File: src/rtl/fpu_pkg.sv
// fpu_pkg: FPU decode constants, op codes, writeback slot type and per-op latency lookup.
package fpu_pkg;
    localparam logic [6:0] F7_FADD   = 7'b0000000;
    localparam logic [6:0] F7_FSUB   = 7'b0000100;
    localparam logic [6:0] F7_FMUL   = 7'b0001000;
    localparam logic [6:0] F7_FDIV   = 7'b0001100;
    localparam logic [6:0] F7_FSQRT  = 7'b0101100;
    localparam logic [6:0] F7_FCVTWS = 7'b1100000;
    localparam logic [6:0] F7_FCMP   = 7'b1010000;
    localparam logic [6:0] F7_FCVTSW = 7'b1101000;
    localparam logic [2:0] F3_FEQ    = 3'b010;
    localparam logic [2:0] F3_FLT    = 3'b001;
    localparam logic [2:0] F3_FLE    = 3'b000;
    localparam int TAGW_MAX = 5;

    typedef enum logic [3:0] {
        FC_ADD, FC_SUB, FC_MUL, FC_DIV, FC_SQRT, FC_CVTWS, FC_FEQ, FC_FLT, FC_FLE, FC_CVTSW
    } fpuctrl_t;

    typedef struct packed {
        logic                valid;
        logic [TAGW_MAX-1:0] rd;
        fpuctrl_t            ctrl;
    } wb_slot_t;

    function automatic int op_latency(input fpuctrl_t ctrl, input int add_lat = 2, input int mul_lat = 2,
                                      input int div_lat = 10, input int sqrt_lat = 12,
                                      input int cvt_lat = 1, input int cmp_lat = 1);
        return ctrl inside {FC_ADD, FC_SUB} ? add_lat :
               ctrl == FC_MUL ? mul_lat :
               ctrl == FC_DIV ? div_lat :
               ctrl == FC_SQRT ? sqrt_lat :
               ctrl inside {FC_CVTWS, FC_CVTSW} ? cvt_lat : cmp_lat;
    endfunction

    function automatic int max_int(input int a, input int b);
        return a > b ? a : b;
    endfunction
endpackage

File: src/rtl/fpu_op_decode.sv
// fpu_op_decode: combinational funct7/funct3 decoder for the FPU datapath.
module fpu_op_decode
    import fpu_pkg::*;
(
    input  logic [2:0] funct3,
    input  logic [6:0] funct7,
    output fpuctrl_t   fpucontrol,
    output logic       fpusrca,
    output logic       mode,
    output logic       is_iter,
    output logic       illegal
);
    logic cmp_ok;

    always_comb begin
        cmp_ok = funct3 inside {F3_FEQ, F3_FLT, F3_FLE};
        fpucontrol = FC_ADD;
        illegal = 1'b0;
        case (funct7)
            F7_FADD:   fpucontrol = FC_ADD;
            F7_FSUB:   fpucontrol = FC_SUB;
            F7_FMUL:   fpucontrol = FC_MUL;
            F7_FDIV:   fpucontrol = FC_DIV;
            F7_FSQRT:  fpucontrol = FC_SQRT;
            F7_FCVTWS: fpucontrol = FC_CVTWS;
            F7_FCVTSW: fpucontrol = FC_CVTSW;
            F7_FCMP: begin
                fpucontrol = funct3 == F3_FEQ ? FC_FEQ : funct3 == F3_FLT ? FC_FLT : funct3 == F3_FLE ? FC_FLE : FC_ADD;
                illegal = !cmp_ok;
            end
            default:   illegal = 1'b1;
        endcase
    end

    assign fpusrca = funct7 == F7_FCVTSW;
    assign mode    = funct7 == F7_FCVTWS && funct3 == 3'b010;
    assign is_iter = fpucontrol inside {FC_DIV, FC_SQRT};
endmodule

File: src/rtl/fpu_issue_sched.sv
// fpu_issue_sched: FPU decode plus issue handshake over a writeback reservation shift register.
// Define FPU_PERF_CNT_EN to build the perf_issue/perf_stall counters.
module fpu_issue_sched
    import fpu_pkg::*;
#(
    parameter int ADD_LAT  = 2,
    parameter int MUL_LAT  = 2,
    parameter int DIV_LAT  = 10,
    parameter int SQRT_LAT = 12,
    parameter int CVT_LAT  = 1,
    parameter int CMP_LAT  = 1,
    parameter int TAGW     = 5
) (
    input  logic            clk,
    input  logic            reset,
    input  logic            in_valid,
    output logic            in_ready,
    input  logic [2:0]      funct3,
    input  logic [6:0]      funct7,
    input  logic [TAGW-1:0] rd,
    input  logic            flush,
    output logic [3:0]      fpucontrol,
    output logic            fpusrca,
    output logic            mode,
    output logic            illegal,
    output logic            busy,
    output logic            wb_valid,
    output logic [TAGW-1:0] wb_rd,
    output logic [3:0]      wb_ctrl,
    output logic [31:0]     perf_issue,
    output logic [31:0]     perf_stall
);
    localparam int MAXLAT = max_int(max_int(max_int(ADD_LAT, MUL_LAT), max_int(DIV_LAT, SQRT_LAT)),
                                    max_int(CVT_LAT, CMP_LAT));
    localparam int IW = MAXLAT > 1 ? $clog2(MAXLAT) : 1;

    if (ADD_LAT < 1 || MUL_LAT < 1 || DIV_LAT < 1 || SQRT_LAT < 1 || CVT_LAT < 1 || CMP_LAT < 1 ||
        TAGW < 1 || TAGW > TAGW_MAX) begin : g_bad_cfg
        $error("fpu_issue_sched: every latency must be >= 1 and TAGW must fit wb_slot_t");
    end

    fpuctrl_t                ctrl;
    logic                    dec_illegal, is_iter, taken, accept, any_valid, iter_busy;
    int                      lat;
    wb_slot_t [MAXLAT-1:0]   res, shf, nxt;
    logic [IW-1:0]           cnt;

    fpu_op_decode u_dec (
        .funct3     (funct3),
        .funct7     (funct7),
        .fpucontrol (ctrl),
        .fpusrca    (fpusrca),
        .mode       (mode),
        .is_iter    (is_iter),
        .illegal    (dec_illegal)
    );

    // The iterative unit is free again on the cycle its result sits in slot 0.
    assign iter_busy = cnt != '0;

    always_comb begin
        shf = res >> $bits(wb_slot_t);
        lat = op_latency(ctrl, ADD_LAT, MUL_LAT, DIV_LAT, SQRT_LAT, CVT_LAT, CMP_LAT);
        taken = 1'b0;
        any_valid = 1'b0;
        for (int i = 0; i < MAXLAT; i++) begin
            taken |= (i == lat - 1) && shf[i].valid;
            any_valid |= res[i].valid;
        end
        in_ready = !flush && (dec_illegal || !(taken || (is_iter && iter_busy)));
        accept = in_valid && in_ready && !dec_illegal;
        nxt = shf;
        for (int i = 0; i < MAXLAT; i++)
            if (accept && i == lat - 1) nxt[i] = '{valid: 1'b1, rd: TAGW_MAX'(rd), ctrl: ctrl};
    end

    always_ff @(posedge clk or posedge reset)
        if (reset) begin
            res <= '0;
            cnt <= '0;
            illegal <= 1'b0;
        end else begin
            res <= flush ? '0 : nxt;
            cnt <= flush ? '0 : (accept && is_iter) ? IW'(lat - 1) : cnt - IW'(iter_busy);
            illegal <= in_valid && in_ready && dec_illegal;
        end

    assign busy       = any_valid || iter_busy;
    assign wb_valid   = res[0].valid;
    assign wb_rd      = res[0].rd[TAGW-1:0];
    assign wb_ctrl    = res[0].ctrl;
    assign fpucontrol = ctrl;

`ifdef FPU_PERF_CNT_EN
    logic [31:0] issue_q, stall_q;

    always_ff @(posedge clk or posedge reset)
        if (reset) begin
            issue_q <= '0;
            stall_q <= '0;
        end else begin
            issue_q <= issue_q + 32'(accept);
            stall_q <= stall_q + 32'(in_valid && !in_ready && !flush);
        end

    assign perf_issue = issue_q;
    assign perf_stall = stall_q;
`else
    assign perf_issue = '0;
    assign perf_stall = '0;
`endif
endmodule

File: config.mk
export PLATFORM = sky130hd
export DESIGN_NAME = fpu_issue_sched
export DESIGN_NICKNAME = d
export VERILOG_FILES = /design/src/rtl/fpu_pkg.sv /design/src/rtl/fpu_op_decode.sv /design/src/rtl/fpu_issue_sched.sv
export SDC_FILE = /design/constraint.sdc
export NUM_CORES = 1
export LEC_CHECK = 0
export CORE_MARGIN = 5
export CORE_UTILIZATION = 36
export DETAILED_ROUTE_END_ITERATION = 16
export PLACE_DENSITY = 0.59
export SKIP_CTS_REPAIR_TIMING = 1
export SYNTH_ARGS = -nofsm -noshare
export SYNTH_HDL_FRONTEND = slang
export SYNTH_SLANG_ARGS = --single-unit
File: constraint.sdc
create_clock -name clk -period 10.5 [get_ports clk]
set_input_delay 2.1 -clock clk [delete_from_list [all_inputs] [get_ports clk]]
set_output_delay 2.1 -clock clk [all_outputs]
set_load 0.01 [all_outputs]
==> impl_metrics.xml, run 1 <==
<?xml version="1.0" encoding="UTF-8"?>
<metrics>
  <group name="yosys">
    <metric name="synth.top_cell.area_share" unit="%">54.6</metric>
    <metric name="synth_area_per_cell" unit="sq um">10.8</metric>
    <metric name="ys_chip_area" unit="sq mm">0.00573</metric>
    <metric name="topCellsByArea" unit="">sky130_fd_sc_hd__dfrtp_1 55%, sky130_fd_sc_hd__buf_4 9.8%, sky130_fd_sc_hd__mux2i_1 7.0%</metric>
    <metric name="ys_ff" unit="">125</metric>
    <metric name="synth.yosys.num_cells" unit="">532</metric>
    <metric name="ys_top_cells_by_count" unit="">125 x sky130_fd_sc_hd__dfrtp_1, 75 x sky130_fd_sc_hd__buf_4, 59 x sky130_fd_sc_hd__nor2_1</metric>
    <metric name="post_synth_num_cell_types" unit="">48</metric>
    <metric name="synth-warning-count" unit="">0</metric>
    <metric name="top_area_cell" unit="">sky130_fd_sc_hd__dfrtp_1</metric>
    <metric name="yosysSeqAreaShare" unit="%">54.6</metric>
    <metric name="synth.cell_area" unit="sq mm">0.00573</metric>
    <metric name="synth.most_common_cell" unit="">sky130_fd_sc_hd__dfrtp_1</metric>
    <metric name="ys.flop_type" unit="">sky130_fd_sc_hd__dfrtp_1</metric>
    <metric name="postSynth.asyncResetShare" unit="%">100</metric>
  </group>
  <group name="timing">
    <metric name="final_setup_violation_count" unit="">0</metric>
    <metric name="layout_worst_path_cycle_share" unit="%">80.7</metric>
    <metric name="finalHoldViolCount" unit="">0</metric>
    <metric name="maxSlewViolCount" unit="">0</metric>
    <metric name="max_clock_freq" unit="MHz">118</metric>
    <metric name="finalWorstPathRequiredPeriod" unit="ps">8470</metric>
    <metric name="setup_total_negative_slack" unit="ps">0</metric>
    <metric name="max_slew.worst_pin.slew" unit="ps">947</metric>
    <metric name="setup_repair_after_global_routing_missed_its_margin" unit="">false</metric>
    <metric name="timing.final.ws_setup" unit="ps">2030</metric>
  </group>
  <group name="clock_network">
    <metric name="cts_tree" unit="">yes</metric>
    <metric name="numCtsBuffers" unit="">17</metric>
    <metric name="clk_pin_slew_worst_paths" unit="ps">50</metric>
    <metric name="clk_path_buf_depth" unit="">2</metric>
    <metric name="htree_num_levels" unit="">4</metric>
    <metric name="clock-root-buffer" unit="">sky130_fd_sc_hd__clkbuf_16</metric>
    <metric name="tritoncts_num_sinks" unit="">125</metric>
  </group>
  <group name="setup_path">
    <metric name="setup.worst_path.class" unit="">in2out</metric>
    <metric name="ff2ff_setup_slack" unit="ps">7410</metric>
    <metric name="reg2regPathDepth" unit="">6</metric>
    <metric name="worst_setup_path_end_kind" unit="">primary output</metric>
    <metric name="cpPeakStageDelay" unit="ps">670</metric>
    <metric name="start_point_of_the_critical_path" unit="">funct7[6]</metric>
    <metric name="crit_fanout" unit="">11</metric>
    <metric name="cp_cell_sequence" unit="">clkdlybuf4s50_1, nor4b_1, nand3_1, o31ai_1, inv_1, ha_1, a222oi_1, o21ai_0, a211oi_2, nand2_1, a21oi_1, clkdlybuf4s50_1</metric>
    <metric name="path_delay_family" unit="">AND-OR/OR-AND gates</metric>
    <metric name="critical_path.most_common_cell" unit="">sky130_fd_sc_hd__clkdlybuf4s50_1</metric>
    <metric name="critical_path_arrival" unit="ps">6370</metric>
    <metric name="critical_path_required" unit="ps">8400</metric>
    <metric name="critPathCapture" unit="">in_ready</metric>
    <metric name="path_depth" unit="">12</metric>
    <metric name="r2r-end" unit="">res[15]</metric>
    <metric name="critical-path-slowest-cell" unit="">sky130_fd_sc_hd__clkdlybuf4s50_1</metric>
  </group>
  <group name="floorplanning">
    <metric name="io_pins" unit="">102</metric>
    <metric name="floorplan_utilization" unit="%">36.3</metric>
    <metric name="floorplan.rows" unit="">46</metric>
    <metric name="floorplan.die.width" unit="microns">136</metric>
  </group>
  <group name="power_and_ir_drop">
    <metric name="cellInternalPower" unit="uW">867</metric>
    <metric name="switching_share" unit="%">23.2</metric>
    <metric name="irDropWorstVdd" unit="uV">109</metric>
    <metric name="power.static_leakage" unit="nW">3.27</metric>
    <metric name="p_sw" unit="uW">262</metric>
    <metric name="share_clk_of_total_power" unit="%">47.4</metric>
    <metric name="pd_cells" unit="mW/mm^2">173</metric>
  </group>
  <group name="global_routing">
    <metric name="gr-usage-all-layers" unit="%">12.4</metric>
    <metric name="grt_start_max_net_pins" unit="">96</metric>
    <metric name="vias_in_the_first_global_route" unit="">3466</metric>
    <metric name="first_pass_grt_wire_length" unit="microns">17900</metric>
    <metric name="initial_antenna_violation_count" unit="">0</metric>
    <metric name="grt_overflow" unit="">0</metric>
  </group>
  <group name="outcome">
    <metric name="status" unit="">completed</metric>
  </group>
  <group name="placed_design">
    <metric name="place_ws" unit="ps">2150</metric>
    <metric name="numPortBuffers" unit="">37</metric>
    <metric name="routabilityCongestion" unit="">0.912</metric>
    <metric name="detailedPlacementHpwl" unit="microns">7200</metric>
  </group>
  <group name="finish">
    <metric name="layout.cells.most_common" unit="">sky130_fd_sc_hd__dfrtp_1</metric>
    <metric name="layout.area.seq" unit="sq mm">0.00313</metric>
    <metric name="nNetsFinal" unit="">585</metric>
    <metric name="area.growth.synth_to_final" unit="%">14.3</metric>
    <metric name="final_design_utilization" unit="%">41.5</metric>
    <metric name="layout.cells.most_common_list" unit="">125 x sky130_fd_sc_hd__dfrtp_1, 65 x sky130_fd_sc_hd__conb_1, 59 x sky130_fd_sc_hd__nor2_1, 45 x sky130_fd_sc_hd__nor2b_1, 40 x sky130_fd_sc_hd__mux2i_1</metric>
    <metric name="comb_area" unit="sq mm">0.00214</metric>
    <metric name="final_layout_size_suffix_gt1_share" unit="%">8.22</metric>
  </group>
  <group name="detailed_routing">
    <metric name="drt-vias-per-instance" unit="">4.59</metric>
    <metric name="drt_iter0_drc" unit="">243</metric>
    <metric name="post_detailed_route_wirelength_per_cell" unit="microns">14.0</metric>
    <metric name="ant_nets" unit="">0</metric>
    <metric name="drc" unit="">0</metric>
  </group>
  <group name="min_path">
    <metric name="min_from" unit="">res[80]</metric>
    <metric name="hp-class" unit="">reg2reg</metric>
    <metric name="hold_path_depth" unit="">1</metric>
  </group>
  <group name="run">
    <metric name="timing.max_cap.violations" unit="">0</metric>
  </group>
</metrics>
## run 1: power groups by stage
| stage | clock network, mW | registers, mW | logic, mW |
|---|---|---|---|
| 2_1_floorplan | 0 | 0.501 | 0.0843 |
| 3_3_place_gp | 0 | 0.501 | 0.0947 |
| 3_5_place_dp | 0 | 0.502 | 0.101 |
| 4_1_cts | 0.548 | 0.494 | 0.101 |
| 5_1_grt | 0.570 | 0.494 | 0.113 |
| 6_report | 0.535 | 0.494 | 0.0996 |
## run 1: flip-flops by register name (all words and copies together), names as in the netlist
register and flops:
wb_ctrl 4, wb_valid 1, cnt 4, res 110
illegal 1, wb_rd 5
## run 1: stage by stage
stage / total power [mW] / instances / cell area (sq um) / hold WS (ps)
floorplan: 0.585 / 596 / 5970 / 439
global placement: 0.596 / 756 / 6000 / 440
detailed placement: 0.603 / 756 / 6000 / 448
CTS: 1.14 / 788 / 6540 / 460
global route: 1.18 / 788 / 6540 / 472
finish: 1.13 / 788 / 6540 / 454
## run 1: metal layers
metal	share of wire (%)	routed length [microns]	global-route usage (%)	vias to the layer above
met2	48	5310	20.2	106
met5	0	0	0	-
li1	-	-	-	1672
met3	5.9	655	3.81	11
met1	45	4980	15.9	1826
met4	0.61	67	3.70	0
## run 1: kinds of logic (layout without fill, tap and decap cells)
logic type               Yosys count  count (layout)  synth area share [%]
AND-OR/OR-AND                     48              48                  5.55
XOR/XNOR                           3               3                 0.459
adder cells (fa/ha/maj)            7               7                  1.53
buffers and inverters            111              87                  12.4
flip-flops                       125             125                  54.6
multiplexers                      41              41                  7.19
other                              1              65                0.0655
AND/OR/NAND/NOR                  196             196                  18.2
## run 1: layout make-up
class	count	area share (%)
tap	216	4.13
clock inverter	8	0.994
sequential	125	47.8
clock buffer	24	7.36
inverter	13	0.784
multi-input combinational	360	32.7
timing repair buffer	42	6.20
**Run 1: clock wires, drivers and flops**

Drawn at 2 px/micron.
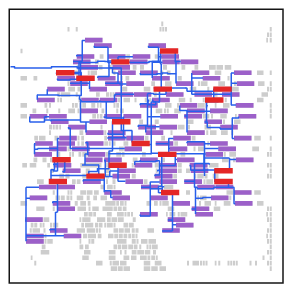
purple -> flip-flops  # count 125
blue -> clock wires  # length 1550 microns
red -> clock-net drivers  # count 17
routed clock nets = 18
clk latency late pin: 410 ps
post-route clock skew: 9.16 ps

**Run 1: placed cells, one colour a class**

Drawn at 2 px/micron.
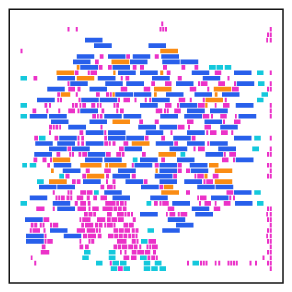
blue -> registers  # cells 125, share of their area 50%
cyan -> remaining buffers and delay cells  # cells 42, share of their area 6.5%
orange -> clock drivers and dummy loads  # cells 32, share of their area 8.7%
magenta -> remaining logic cells  # cells 373, share of their area 35%

**Run 1: cell placement**

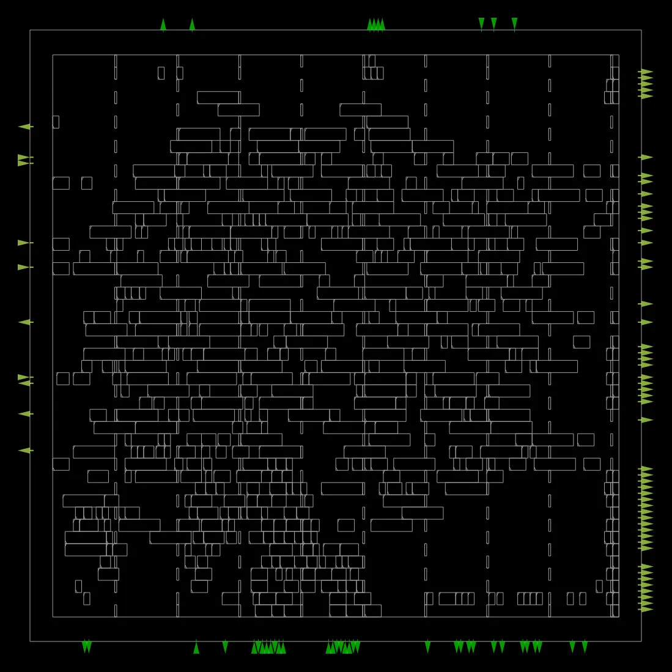
number of tap instances: 216
floorplan core area: 0.0158 sq mm
final std cells w/o fill: 788
Filler Cell Count: 1497

--- run 2 (diff from run 1) ---
- PLACE_DENSITY: 0.59 -> 0.61
- clock period: 10.5 -> 6.8 ns (I/O delays scaled with it)
**Run 2: clock wires, drivers and flops**

Drawn at 2 px/micron.
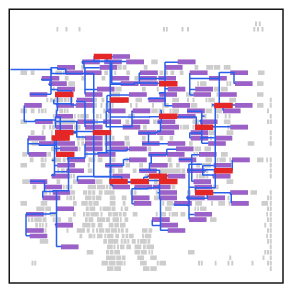
red -> clock-net drivers  # count 17
blue -> clock wires  # length 1470 microns
purple -> flip-flops  # count 125
routed clock nets = 18
P_clk: 863 uW
clk latency late pin: 400 ps
fraction of power consumed by the clock network: 48.5%
post-route clock skew: 11.7 ps

**Run 2: where the registers sit**

Drawn at 2 px/micron. Other sequential cells in the stronger grey, the rest of the logic in the fainter grey.
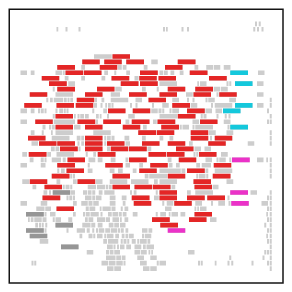
red -> res  # flops 110
magenta -> wb_ctrl  # flops 4
cyan -> wb_rd  # flops 5
not coloured = 6
sequential cell area: 0.00313 sq mm
final design utilization: 41.8%

==> impl_metrics.xml, run 2 <==
<?xml version="1.0" encoding="UTF-8"?>
<metrics>
  <group name="detailed_routing">
    <metric name="drc" unit="">0</metric>
    <metric name="detailroute.wirelength.met2" unit="microns">5090</metric>
    <metric name="drt-vias-per-instance" unit="">4.56</metric>
    <metric name="wl_met1" unit="microns">4920</metric>
    <metric name="post_detailed_route_wirelength_per_cell" unit="microns">13.9</metric>
    <metric name="drt_iter0_drc" unit="">273</metric>
    <metric name="routed-wl-met3" unit="microns">694</metric>
  </group>
  <group name="yosys">
    <metric name="top_area_cell" unit="">sky130_fd_sc_hd__dfrtp_1</metric>
    <metric name="xor_area_share" unit="%">0.459</metric>
    <metric name="synth.most_common_cell" unit="">sky130_fd_sc_hd__dfrtp_1</metric>
    <metric name="ys_top_cells_by_count" unit="">125 x sky130_fd_sc_hd__dfrtp_1, 75 x sky130_fd_sc_hd__buf_4, 59 x sky130_fd_sc_hd__nor2_1</metric>
    <metric name="main_logic_family_after_synthesis" unit="">simple AND/OR/NAND/NOR gates</metric>
    <metric name="topCellsByArea" unit="">sky130_fd_sc_hd__dfrtp_1 55%, sky130_fd_sc_hd__buf_4 9.8%, sky130_fd_sc_hd__mux2i_1 7.0%</metric>
    <metric name="yosysSeqAreaShare" unit="%">54.6</metric>
    <metric name="ys_sh_simple" unit="%">18.2</metric>
    <metric name="synth_area_per_cell" unit="sq um">10.8</metric>
    <metric name="area_fraction_in_compound_gates" unit="%">5.55</metric>
    <metric name="ys.flop_type" unit="">sky130_fd_sc_hd__dfrtp_1</metric>
    <metric name="synth.top_cell.area_share" unit="%">54.6</metric>
    <metric name="synth.cell_area" unit="sq mm">0.00573</metric>
    <metric name="post_synth_fa_ha_maj_area_fraction" unit="%">1.53</metric>
    <metric name="ys_ff" unit="">125</metric>
    <metric name="post_synth_mux_area_share" unit="%">7.19</metric>
  </group>
  <group name="min_path">
    <metric name="hp-class" unit="">reg2reg</metric>
    <metric name="hold_path_depth" unit="">1</metric>
  </group>
  <group name="clock_network">
    <metric name="clk_pin_slew_worst_paths" unit="ps">50</metric>
    <metric name="cts_tree" unit="">yes</metric>
    <metric name="htree_num_levels" unit="">4</metric>
    <metric name="clk_path_buf_depth" unit="">2</metric>
    <metric name="numCtsBuffers" unit="">17</metric>
  </group>
  <group name="timing">
    <metric name="max_clock_freq" unit="MHz">155</metric>
    <metric name="finalHoldViolCount" unit="">0</metric>
    <metric name="max_slew.worst_pin.slew" unit="ps">949</metric>
    <metric name="finalWorstPathRequiredPeriod" unit="ps">6450</metric>
    <metric name="layout_worst_path_cycle_share" unit="%">94.8</metric>
    <metric name="final_setup_violation_count" unit="">0</metric>
    <metric name="setup_total_negative_slack" unit="ps">0</metric>
    <metric name="setup_repair_after_global_routing_missed_its_margin" unit="">false</metric>
    <metric name="maxSlewViolCount" unit="">0</metric>
  </group>
  <group name="placed_design">
    <metric name="placedInstanceArea" unit="sq mm">0.00601</metric>
    <metric name="detailedPlacementHpwl" unit="microns">7130</metric>
    <metric name="numPortBuffers" unit="">37</metric>
  </group>
  <group name="power_and_ir_drop">
    <metric name="switching_share" unit="%">22.3</metric>
    <metric name="comb_power" unit="uW">154</metric>
    <metric name="cellInternalPower" unit="mW">1.38</metric>
    <metric name="irDropWorstVdd" unit="uV">213</metric>
    <metric name="seq-power" unit="uW">763</metric>
    <metric name="p_sw" unit="uW">398</metric>
    <metric name="power.static_leakage" unit="nW">3.29</metric>
    <metric name="power.group.top" unit="">the clock network</metric>
    <metric name="pd_cells" unit="mW/mm^2">270</metric>
  </group>
  <group name="setup_path">
    <metric name="crit_fanout" unit="">8</metric>
    <metric name="worst_setup_path_end_kind" unit="">primary output</metric>
    <metric name="setup.worst_path.class" unit="">in2out</metric>
    <metric name="critical-path-slowest-cell" unit="">sky130_fd_sc_hd__clkdlybuf4s50_1</metric>
    <metric name="critPathCapture" unit="">in_ready</metric>
    <metric name="ff2ff_setup_slack" unit="ps">3960</metric>
    <metric name="path_depth" unit="">12</metric>
    <metric name="critical_path_required" unit="ps">5440</metric>
    <metric name="cpPeakStageDelay" unit="ps">640</metric>
    <metric name="r2r-end" unit="">res[13]</metric>
    <metric name="critical_path_arrival" unit="ps">5090</metric>
    <metric name="path_delay_family" unit="">AND-OR/OR-AND gates</metric>
  </group>
  <group name="floorplanning">
    <metric name="io_pins" unit="">102</metric>
    <metric name="floorplan_utilization" unit="%">36.3</metric>
  </group>
  <group name="outcome">
    <metric name="status" unit="">completed</metric>
  </group>
  <group name="finish">
    <metric name="layout.cells.most_common" unit="">sky130_fd_sc_hd__dfrtp_1</metric>
    <metric name="stdcell_area" unit="sq mm">0.00660</metric>
    <metric name="largest_reg_flops" unit="">110</metric>
    <metric name="nNetsFinal" unit="">588</metric>
  </group>
  <group name="global_routing">
    <metric name="gr-usage-all-layers" unit="%">12.3</metric>
    <metric name="grt_start_max_net_pins" unit="">99</metric>
    <metric name="first_pass_grt_wire_length" unit="microns">17800</metric>
    <metric name="vias_in_the_first_global_route" unit="">3413</metric>
    <metric name="grt_overflow" unit="">0</metric>
  </group>
  <group name="run">
    <metric name="timing.max_cap.violations" unit="">0</metric>
  </group>
</metrics>
**Run 2: placed cells, one colour a class**

Drawn at 2 px/micron.
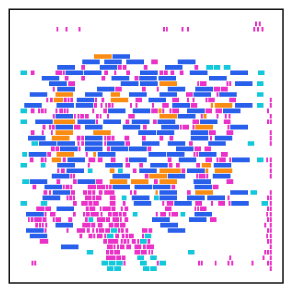
orange -> clock drivers and dummy loads  # cells 30, share of their area 9.1%
cyan -> remaining buffers and delay cells  # cells 45, share of their area 6.8%
magenta -> remaining logic cells  # cells 373, share of their area 35%
blue -> registers  # cells 125, share of their area 49%

==> run 2: cell counts after synthesis <==
Identical to the previous run, type by type.
==> run 2: layout make-up <==
class | count | area (sq um)
Tap cell | 216 | 270
Inverter | 13 | 51.3
Clock buffer | 23 | 488
Fill cell | 1499 | 9180
Sequential cell | 125 | 3130
Timing Repair Buffer | 45 | 428
Clock inverter | 7 | 87.6
Multi-Input combinational cell | 360 | 2140
==> run 2: kinds of logic after synthesis <==
family / Yosys count
adders and majority gates: 7
and+or+nand+nor: 196
DFF: 125
AOI/OAI and AO/OA: 48
xor gates and xnor gates: 3
muxes: 41
buffers and inverters: 111
other: 1
==> run 2: through the flow <==
step | hold WS [ps] | power [mW] | instances | utilization [%] | setup WS (ps)
global placement | 441 | 0.921 | 759 | 38.1 | 432
floorplan | 439 | 0.904 | 596 | - | 1560
detailed placement | 447 | 0.931 | 759 | 38.1 | 226
finish | 456 | 1.78 | 789 | 41.8 | 352
global route | 472 | 1.86 | 789 | 41.8 | 124
CTS | 461 | 1.81 | 789 | 41.8 | 199
==> run 2: worst min path at each step <==
stage / slack (ps) / start / to
detailed placement: 450 / res[91] / res[81]
global route: 470 / res[54] / res[44]
floorplan: 440 / res[50] / res[40]
finish: 460 / res[62] / res[52]
global placement: 440 / res[77] / res[67]
CTS: 460 / res[81] / res[71]
==> run 2: per-layer routing <==
layer | vias to the layer above | GRT usage [%]
met5 | - | 0
met4 | 0 | 5.38
met3 | 19 | 3.07
met2 | 140 | 19.1
met1 | 1753 | 16.4
li1 | 1684 | -
--- run 3 (diff from run 2) ---
- TNS_END_PERCENT: not set -> 30
**Run 3: port wiring**

Drawn at 3 px/micron.
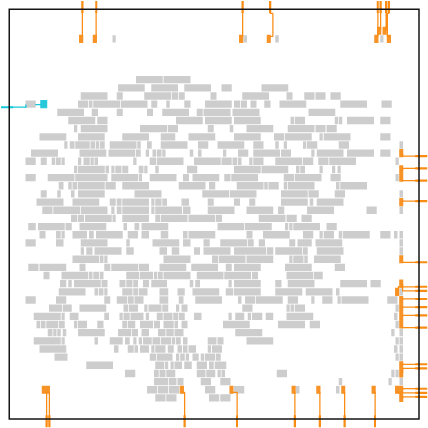
cyan -> reset  # bits 1, direction input, edge left, end cells 1, buffers 1, wire 7.50 microns
orange -> perf_issue  # bits 32, direction output, edge 16 right, 8 bottom, 8 top, end cells 32, buffers 0, wire 225 microns

**Run 3: cell placement**

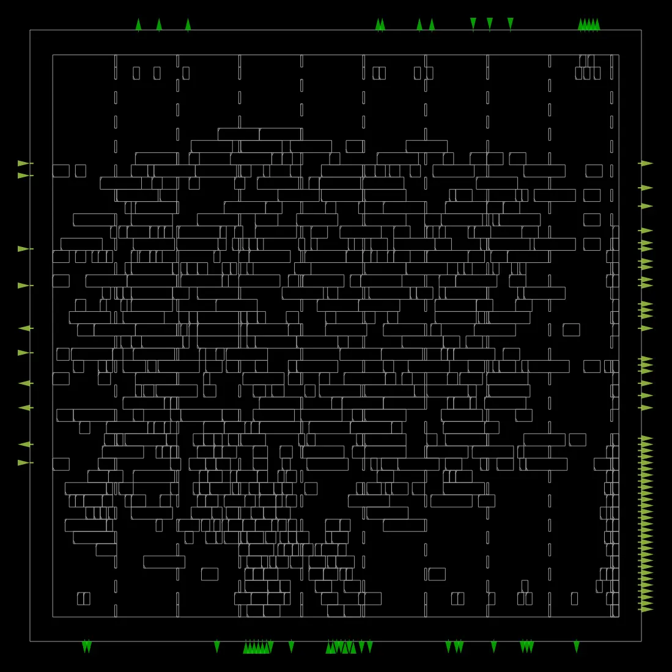
fraction of area in registers: 47.4%
row count: 46
Filler Cell Count: 1499
final std cells w/o fill: 789

==> impl_metrics.xml, run 3 <==
<?xml version="1.0" encoding="UTF-8"?>
<metrics>
  <group name="detailed_routing">
    <metric name="drt-vias-per-instance" unit="">4.56</metric>
    <metric name="drt_iter0_drc" unit="">273</metric>
    <metric name="post_detailed_route_wirelength_per_cell" unit="microns">13.9</metric>
    <metric name="drc" unit="">0</metric>
  </group>
  <group name="yosys">
    <metric name="synth_area_per_cell" unit="sq um">10.8</metric>
    <metric name="ys_ff" unit="">125</metric>
    <metric name="synth.yosys.num_cells" unit="">532</metric>
    <metric name="ys.flop_type" unit="">sky130_fd_sc_hd__dfrtp_1</metric>
    <metric name="synth.top_cell.area_share" unit="%">54.6</metric>
    <metric name="synth.most_common_cell" unit="">sky130_fd_sc_hd__dfrtp_1</metric>
    <metric name="yosysSeqAreaShare" unit="%">54.6</metric>
    <metric name="top_area_cell" unit="">sky130_fd_sc_hd__dfrtp_1</metric>
    <metric name="synth.cell_area" unit="sq mm">0.00573</metric>
    <metric name="ys_top_cells_by_count" unit="">125 x sky130_fd_sc_hd__dfrtp_1, 75 x sky130_fd_sc_hd__buf_4, 59 x sky130_fd_sc_hd__nor2_1</metric>
  </group>
  <group name="timing">
    <metric name="finalHoldViolCount" unit="">0</metric>
    <metric name="max_slew.worst_pin.slew" unit="ps">949</metric>
    <metric name="max_clock_freq" unit="MHz">155</metric>
    <metric name="setup_repair_after_global_routing_missed_its_margin" unit="">false</metric>
    <metric name="finalWorstPathRequiredPeriod" unit="ps">6450</metric>
    <metric name="post_route_clock_skew" unit="ps">11.7</metric>
    <metric name="layout_worst_path_cycle_share" unit="%">94.8</metric>
    <metric name="final_setup_violation_count" unit="">0</metric>
    <metric name="setup_total_negative_slack" unit="ps">0</metric>
  </group>
  <group name="power_and_ir_drop">
    <metric name="power.static_leakage" unit="nW">3.29</metric>
    <metric name="pd_cells" unit="mW/mm^2">270</metric>
    <metric name="irDropWorstVdd" unit="uV">213</metric>
  </group>
  <group name="finish">
    <metric name="nNetsFinal" unit="">588</metric>
    <metric name="layout.cells.most_common" unit="">sky130_fd_sc_hd__dfrtp_1</metric>
    <metric name="largest_reg_flops" unit="">110</metric>
  </group>
  <group name="placed_design">
    <metric name="detailedPlacementHpwl" unit="microns">7130</metric>
    <metric name="numPortBuffers" unit="">37</metric>
  </group>
  <group name="clock_network">
    <metric name="clk_path_buf_depth" unit="">2</metric>
    <metric name="htree_num_levels" unit="">4</metric>
    <metric name="clock.latency.late_pin" unit="ps">400</metric>
    <metric name="cts_tree" unit="">yes</metric>
    <metric name="numCtsBuffers" unit="">17</metric>
  </group>
  <group name="setup_path">
    <metric name="worst_setup_path_end_kind" unit="">primary output</metric>
    <metric name="setup.worst_path.class" unit="">in2out</metric>
    <metric name="critical_path_required" unit="ps">5440</metric>
    <metric name="path_delay_family" unit="">AND-OR/OR-AND gates</metric>
    <metric name="critical-path-slowest-cell" unit="">sky130_fd_sc_hd__clkdlybuf4s50_1</metric>
    <metric name="crit_fanout" unit="">8</metric>
    <metric name="critical_path_arrival" unit="ps">5090</metric>
  </group>
  <group name="run">
    <metric name="timing.max_cap.violations" unit="">0</metric>
  </group>
  <group name="outcome">
    <metric name="status" unit="">completed</metric>
  </group>
  <group name="global_routing">
    <metric name="grt_overflow" unit="">0</metric>
    <metric name="gr-usage-all-layers" unit="%">12.3</metric>
    <metric name="first_pass_grt_wire_length" unit="microns">17800</metric>
  </group>
</metrics>
**Run 3: where the registers sit**

Drawn at 2 px/micron. Other sequential cells in the stronger grey, the rest of the logic in the fainter grey.
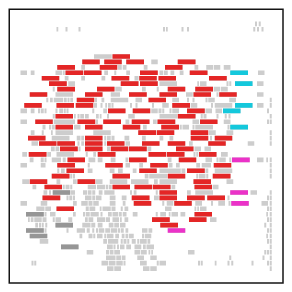
cyan -> wb_rd  # flops 5
magenta -> wb_ctrl  # flops 4
red -> res  # flops 110
not coloured = 6
sequential-cell power consumption: 763 uW

-- run 3: cell families after synthesis --
group | synth area share [%]
DFF | 54.6
and+or+nand+nor | 18.2
muxes | 7.19
AOI/OAI and AO/OA | 5.55
xor gates and xnor gates | 0.459
other | 0.0655
adders and majority gates | 1.53
buffers and inverters | 12.4
-- run 3: final timing paths --
kind                                start        to  slack [ps]  cells past startpoint
max in group asynchronous           reset   res[73]        4060                      3
worst max register to register     cnt[1]   res[13]        3960                      6
min in group asynchronous           reset  res[107]        1490                      2
worst min register to register    res[62]   res[52]         460                      1
worst min-delay path              res[62]   res[52]         460                      1
worst max-delay path            funct7[2]  in_ready         350                     12
-- run 3: per-stage QoR --
stage               area (sq um)  setup slack [ps]  utilization (%)  hold WS, ps  power, mW
floorplan                   5970              1560                -          439      0.904
CTS                         6590               199             41.8          461       1.81
detailed placement          6010               226             38.1          447      0.931
finish                      6600               352             41.8          456       1.78
global placement            6010               432             38.1          441      0.921
global route                6600               124             41.8          472       1.86
-- run 3: layout make-up --
cell class	instances	area, sq um
multi-input combinational	360	2140
clock inverter	7	87.6
inverter	13	51.3
timing repair buffer	45	428
clock buffer	23	488
tap	216	270
fill	1499	9180
sequential	125	3130
-- run 3: report_power, final --
| group | internal, mW | switching [mW] | total [mW] |
|---|---|---|---|
| clock network | 0.571 | 0.293 | 0.863 |
| logic | 0.0563 | 0.0979 | 0.154 |
| registers | 0.756 | 0.00713 | 0.763 |
-- run 3: metal layers --
metal / GRT usage [%] / part of all wire [%] / wire [microns]
met5: 0 / 0 / 0
met4: 5.38 / 2.1 / 235
met3: 3.07 / 6.3 / 694
met2: 19.1 / 47 / 5090
met1: 16.4 / 45 / 4920
No activity file was given, so power comes from the tool's default toggle rates.
